File: config.mk
export PLATFORM = sky130hd
export DESIGN_NAME = instr_mem_loader
export DESIGN_NICKNAME = d
export VERILOG_FILES = /design/src/rtl/mips_isa_pkg.sv /design/src/rtl/instr_mem_loader_encoder.sv /design/src/rtl/instr_mem_loader.sv
export SDC_FILE = /design/constraint.sdc
export NUM_CORES = 1
export LEC_CHECK = 0
export ABC_AREA = 1
export CAP_MARGIN = 20
export CORE_MARGIN = 3
export CORE_UTILIZATION = 38
export CTS_BUF_LIST = sky130_fd_sc_hd__clkbuf_8
export DETAILED_ROUTE_END_ITERATION = 16
export GPL_TIMING_DRIVEN = 0
export HOLD_SLACK_MARGIN = 0.12
export PLACE_DENSITY = 0.9
export SYNTH_ARGS = -nofsm -noshare
export SYNTH_HDL_FRONTEND = slang
export SYNTH_SLANG_ARGS = --single-unit
File: constraint.sdc
create_clock -name clk -period 1.6 [get_ports clk]
set_input_delay 0.32 -clock clk [delete_from_list [all_inputs] [get_ports clk]]
set_output_delay 0.32 -clock clk [all_outputs]
set_load 0.05 [all_outputs]
File: src/rtl/mips_isa_pkg.sv
// Shared MIPS ISA constants for the loader/encoder and the control decoders.
// Opcode/funct values match what the single-cycle control path decodes.
package mips_isa_pkg;

  localparam logic [5:0] OP_RTYPE = 6'b000000;
  localparam logic [5:0] OP_LW    = 6'b100011;
  localparam logic [5:0] OP_SW    = 6'b101011;
  localparam logic [5:0] OP_BEQ   = 6'b000100;
  localparam logic [5:0] OP_ADDI  = 6'b001000;
  localparam logic [5:0] OP_J     = 6'b000010;

  localparam logic [5:0] FN_ADD = 6'b100000;
  localparam logic [5:0] FN_SUB = 6'b100010;
  localparam logic [5:0] FN_AND = 6'b100100;
  localparam logic [5:0] FN_OR  = 6'b100101;
  localparam logic [5:0] FN_SLT = 6'b101010;

  typedef enum logic [3:0] {
    KIND_ADD  = 4'd0,
    KIND_SUB  = 4'd1,
    KIND_AND  = 4'd2,
    KIND_OR   = 4'd3,
    KIND_SLT  = 4'd4,
    KIND_LW   = 4'd5,
    KIND_SW   = 4'd6,
    KIND_BEQ  = 4'd7,
    KIND_ADDI = 4'd8,
    KIND_J    = 4'd9
  } kind_e;

  typedef enum logic [1:0] {
    ST_IDLE = 2'd0,
    ST_LOAD = 2'd1,
    ST_DONE = 2'd2
  } load_state_e;

endpackage

File: src/rtl/instr_mem_loader_encoder.sv
// Combinational encoder: symbolic instruction kind plus fields -> 32-bit MIPS word.
// Kinds 10-15 report legal=0 with a zero word.
module instr_encoder
  import mips_isa_pkg::*;
(
  input  logic [3:0]  kind,
  input  logic [4:0]  rs,
  input  logic [4:0]  rt,
  input  logic [4:0]  rd,
  input  logic [15:0] imm,
  input  logic [25:0] target,
  output logic        legal,
  output logic [31:0] word
);

  always_comb begin
    legal = 1'b1;
    word  = 32'h0;
    case (kind)
      KIND_ADD:  word = {OP_RTYPE, rs, rt, rd, 5'b00000, FN_ADD};
      KIND_SUB:  word = {OP_RTYPE, rs, rt, rd, 5'b00000, FN_SUB};
      KIND_AND:  word = {OP_RTYPE, rs, rt, rd, 5'b00000, FN_AND};
      KIND_OR:   word = {OP_RTYPE, rs, rt, rd, 5'b00000, FN_OR};
      KIND_SLT:  word = {OP_RTYPE, rs, rt, rd, 5'b00000, FN_SLT};
      KIND_LW:   word = {OP_LW, rs, rt, imm};
      KIND_SW:   word = {OP_SW, rs, rt, imm};
      KIND_BEQ:  word = {OP_BEQ, rs, rt, imm};
      KIND_ADDI: word = {OP_ADDI, rs, rt, imm};
      KIND_J:    word = {OP_J, target};
      default:   legal = 1'b0;
    endcase
  end

endmodule

File: src/rtl/instr_mem_loader.sv
// Streams encoded instructions into instruction memory at consecutive word addresses.
// One-cycle write latency; in_ready drops outside LOAD, when full, or during start/finish.
module instr_mem_loader
  import mips_isa_pkg::*;
#(
  parameter int ADDR_W = 6
) (
  input  logic              clk,
  input  logic              reset,
  input  logic              start,
  input  logic              finish,
  input  logic              in_valid,
  output logic              in_ready,
  input  logic [3:0]        in_kind,
  input  logic [4:0]        in_rs,
  input  logic [4:0]        in_rt,
  input  logic [4:0]        in_rd,
  input  logic [15:0]       in_imm,
  input  logic [25:0]       in_target,
  output logic              imem_we,
  output logic [ADDR_W-1:0] imem_addr,
  output logic [31:0]       imem_wdata,
  output logic [ADDR_W:0]   count,
  output logic              done,
  output logic              err_illegal
);

  localparam logic [ADDR_W:0] FULL = {1'b1, {ADDR_W{1'b0}}};

  load_state_e       state_q, state_d;
  logic [ADDR_W:0]   count_q, count_d;
  logic              err_q, err_d;
  logic              we_q, we_d;
  logic [ADDR_W-1:0] addr_q, addr_d;
  logic [31:0]       wdata_q, wdata_d;

  logic        enc_legal;
  logic [31:0] enc_word;
  logic        accept;

  instr_encoder u_enc (
    .kind   (in_kind),
    .rs     (in_rs),
    .rt     (in_rt),
    .rd     (in_rd),
    .imm    (in_imm),
    .target (in_target),
    .legal  (enc_legal),
    .word   (enc_word)
  );

  assign in_ready = (state_q == ST_LOAD) && (count_q < FULL) && !start && !finish;
  assign accept   = in_valid && in_ready;

  always_comb begin
    state_d = state_q;
    count_d = count_q;
    err_d   = err_q;
    we_d    = 1'b0;
    addr_d  = addr_q;
    wdata_d = wdata_q;

    if (accept) begin
      if (enc_legal) begin
        we_d    = 1'b1;
        addr_d  = count_q[ADDR_W-1:0];
        wdata_d = enc_word;
        count_d = count_q + 1'b1;
      end else begin
        err_d = 1'b1;
      end
    end

    // start overrides finish and any other transition; a registered write still drains
    if (start) begin
      state_d = ST_LOAD;
      count_d = '0;
      err_d   = 1'b0;
    end else if (state_q == ST_LOAD && (finish || count_d == FULL)) begin
      state_d = ST_DONE;
    end
  end

  always_ff @(posedge clk or posedge reset) begin
    if (reset) begin
      state_q <= ST_IDLE;
      count_q <= '0;
      err_q   <= 1'b0;
      we_q    <= 1'b0;
      addr_q  <= '0;
      wdata_q <= '0;
    end else begin
      state_q <= state_d;
      count_q <= count_d;
      err_q   <= err_d;
      we_q    <= we_d;
      addr_q  <= addr_d;
      wdata_q <= wdata_d;
    end
  end

  assign imem_we     = we_q;
  assign imem_addr   = addr_q;
  assign imem_wdata  = wdata_q;
  assign count       = count_q;
  assign done        = (state_q == ST_DONE);
  assign err_illegal = err_q;

endmodule
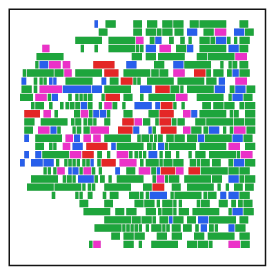
Figure 1: run 1, sizing map.
Scale: 3 px per um.
legend:
  drive 3 to 4:
    colour: magenta
    cells: 38
    share: 8.6%
  drive 2:
    colour: blue
    cells: 63
    share: 14%
  drive 1 or less:
    colour: green
    cells: 320
    share: 73%
  drive 6 and up:
    colour: red
    cells: 19
    share: 4.3%
area delta synth->final: 74.3%
final setup margin: -0.136 ns
Non-clock buffers: 146
post-route cell area: 4120 um2

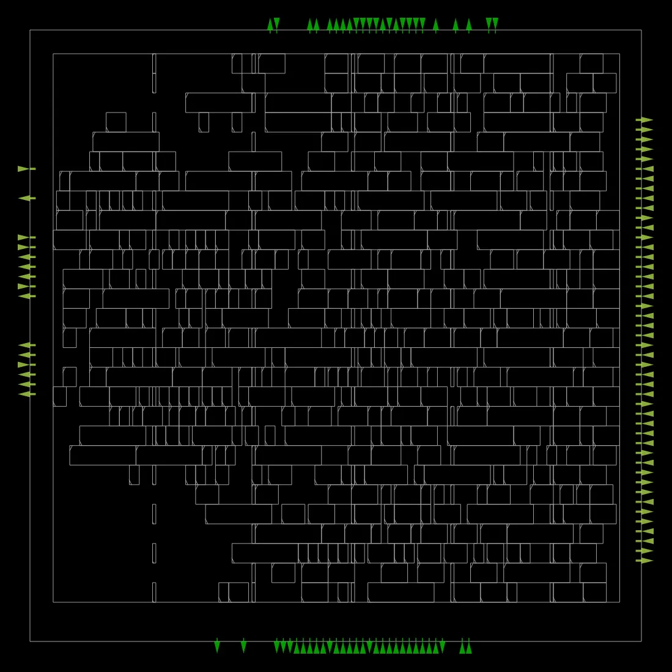
Figure 2: run 1, cell placement.
registers: 47
Tapcells: 75

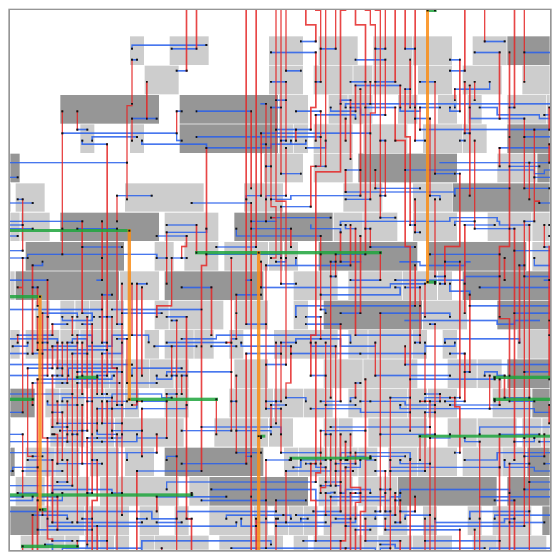
Figure 3: run 1, layout detail.
Window x 17 to 67, y 34 to 84 um. Cells in grey, sequential cells in the stronger grey; small squares are vias.
legend:
  met1:
    colour: blue
  met3:
    colour: green
  met2:
    colour: red
  met4:
    colour: orange
netlist names of flops here include: imem_wdata (12), imem_addr (4), count (2)
sequential cells in the window: 18
most frequent: nand2_1 (29), clkdlybuf4s50_1 (19), dfrtp_1 (17)
cells with their middle in the window: 190

==> results_slide.txt, run 1 <==
Implementation Results

Synth
  – Post-synth area from yosys stat: 2370 um2
  – Synth Area per Inst: 7.83 um2
  – Top-area cell share: 49.7%
  – Syn Nets: 369
  – Post-synth EDFFs: 0
  – Register area share after synthesis: 49.7%
  – Main area contributors: dfrtp_1, nand2_1, nand3_1
  – Xor/xnor share: 0%
  – Largest area contributor in the netlist: dfrtp_1
  – Yosys simple share: 34.1%
  – Post-Syn Area: 2370 um2
  – Post-synth ARST share: 100%
  – Top logic family: simple AND/OR/NAND/NOR gates
  – Adder Share, Synth: 0.529%
  – Number of cells in Yosys stat: 302

Cells and area
  – Logic area: 1300 um2
  – Comb gates: 216
  – Layout cells sized above 1: 27.3%
  – Register Area: 1180 um2
  – Highest-count logic cell in the final layout: nand2_1
  – Flop share of the area: 28.5%
  – Ant. Diodes: 0
  – Number of flip-flops in the largest register: 30
  – Filler cells: 472
  – Clock buf count: 6
  – Biggest Area Class: buffers
  – NonClk Buf Share: 33.3%
  – Post-layout util: 68.8%

Setup path
  – Crit Path Max Fanout: 5
  – Crit path required time: 1.81 ns
  – Critical Path AT: 1.95 ns
  – Worst Path Buf+Inv: 4
  – Reg2Reg Depth: 9
  – Crit. End Element: flip-flop
  – Slowest CP cell: clkdlybuf4s50_1
  – Setup CP Type: in2reg
  – Reg-to-Reg Start: count[6]$_DFF_PP0_
  – Crit start category: input port
  – R2r endpoint: imem_wdata[2]$_DFFE_PP0P_

Floorplanning
  – Die Size: 7210 um2
  – Row cnt: 28
  – Pre-Place Util: 39.5%
  – Core area: 5990 um2
  – Chip Width: 84.9 um

Clock tree
  – Maximum clock path buffer count: 2
  – Clock Sinks: 47
  – Post-cts resize count: 74
  – Worst skew pair latency: 0.30 ns
  – CTS root buf: clkbuf_8
  – TritonCTS Buffers: 5

Place
  – Input/output buffers: 112
  – Pre-CTS WS: -0.711 ns
  – GPL Wtd Cong: 0.845

Routing
  – Routed wl met2: 4160 um
  – Met1 WL: 3210 um
  – Drt total wl: 8110 um
  – Routed length per placed instance: 15.7 um
  – Via count: 2602
  – Post-route ant nets: 0
  – Top sig layer: met4

Global route
  – Met2 Use GR: 36.9%
  – Grt met3 use: 5.34%
  – Vias in the first global route: 2567
  – Initial antenna violation count: 0
  – Met1 GRT Util: 25.2%
  – GRT busiest layer: met2
  – Largest net degree at the start of global routing: 39
  – First-pass GRT wire length: 12100 um

Pwr
  – Switching pwr: 0.00161 W
  – Biggest consumer: combinational logic
  – IR drop worst, VDD: 622 uV
  – Total power: 0.00388 W
  – Flop pwr share: 38.4%
  – Net Sw Frac: 41.6%

Outcome
  – Status: finished with violations
  – Failing checks: setup timing

Final timing
  – Min Hold Slack: 0.269 ns
  – RSZ-0062 raised after global routing: true
  – Final setup margin: -0.136 ns
  – # setup viols final: 23
  – Slew Viols, Final: 0
  – Rel. slew slack: 64.9%
  – Final hold vios: 0

Flow run
  – Tool Warnings: 29
==> run 2, diff against run 1 <==
--- a/config.mk
+++ b/config.mk
@@ -6,6 +6,7 @@
 export NUM_CORES = 1
 export LEC_CHECK = 0
 export ABC_AREA = 1
+export ABC_CLOCK_PERIOD_IN_PS = 1600
 export CAP_MARGIN = 20
 export CORE_MARGIN = 3
 export CORE_UTILIZATION = 38
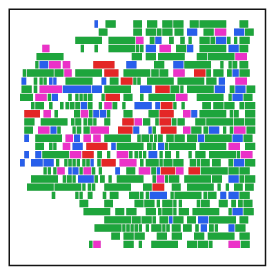
Figure 4: run 2, sizing map.
Scale: 3 px per um.
legend:
  drive 1 or less:
    colour: green
    cells: 320
    share: 73%
  drive 3 to 4:
    colour: magenta
    cells: 38
    share: 8.6%
  drive 6 and up:
    colour: red
    cells: 19
    share: 4.3%
  drive 2:
    colour: blue
    cells: 63
    share: 14%

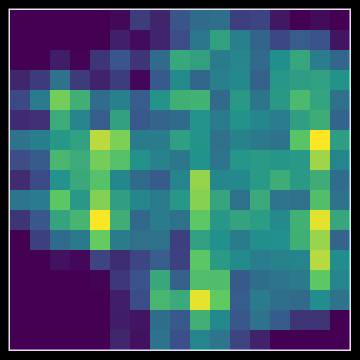
Figure 5: run 2, signal metal coverage by tile.
Scale: 4 px per um. 17 x 17 tiles, from dark purple (low) to yellow (high), scaled to the fullest tile. Values are wire area over tile area, all layers added.
emptiest ninth of the die: bottom left
tiles over half the peak: 30%
mean over tiles: 0.18
routed length per placed instance: 15.7 um
GR Util All Layers: 20.9%
drt total wl: 8110 um
via count: 2602

==> run 2 against run 1 <==
Effect of this change:
- global-route usage unchanged
- critical path depth unchanged
- clock power about the same
- combinational power about the same
- hold slack unchanged
- count of clock-buffer cells in the layout unchanged
- non-clock buffer count unchanged
- sequential power about the same
- synthesized cell count unchanged
- largest power group unchanged
- the flow still finishes with violations (setup timing)
==> results_slide.txt, run 2 <==
Implementation Results

Cells and area
  – Register Area: 1180 um2
  – Non-clock buffers: 146
  – Filler cells: 472
  – Layout cells sized above 1: 27.3%
  – Post-route cell area: 4120 um2
  – Flop share of the area: 28.5%
  – Ant. Diodes: 0
  – NonClk Buf Share: 33.3%
  – Clock buf count: 6
  – Logic area: 1300 um2

Clock tree
  – Clock Sinks: 47
  – Worst skew pair latency: 0.30 ns
  – Maximum clock path buffer count: 2

Outcome
  – Failing checks: setup timing
  – Status: finished with violations

Synth
  – Post-synth area from yosys stat: 2370 um2
  – Top-area cell share: 49.7%
  – Register area share after synthesis: 49.7%
  – Post-synth ARST share: 100%
  – Xor/xnor share: 0%
  – Adder Share, Synth: 0.529%

Global route
  – Vias in the first global route: 2567
  – First-pass GRT wire length: 12100 um
  – Initial antenna violation count: 0
  – GRT busiest layer: met2

Place
  – Pre-CTS WS: -0.711 ns

Flow run
  – Tool Warnings: 29

Routing
  – Post-route ant nets: 0
  – Met1 WL: 3210 um
  – Top sig layer: met4

Final timing
  – Final setup margin: -0.136 ns
  – Final hold vios: 0
  – Min Hold Slack: 0.269 ns
  – # setup viols final: 23
  – Rel. slew slack: 64.9%

Pwr
  – Switching pwr: 0.00161 W
  – Flop pwr share: 38.4%
  – Total power: 0.00388 W

Floorplanning
  – Tapcells: 75

Setup path
  – Crit Path Max Fanout: 5
  – Crit start category: input port
  – Reg2Reg Depth: 9
No activity file was given, so power comes from the tool's default toggle rates.
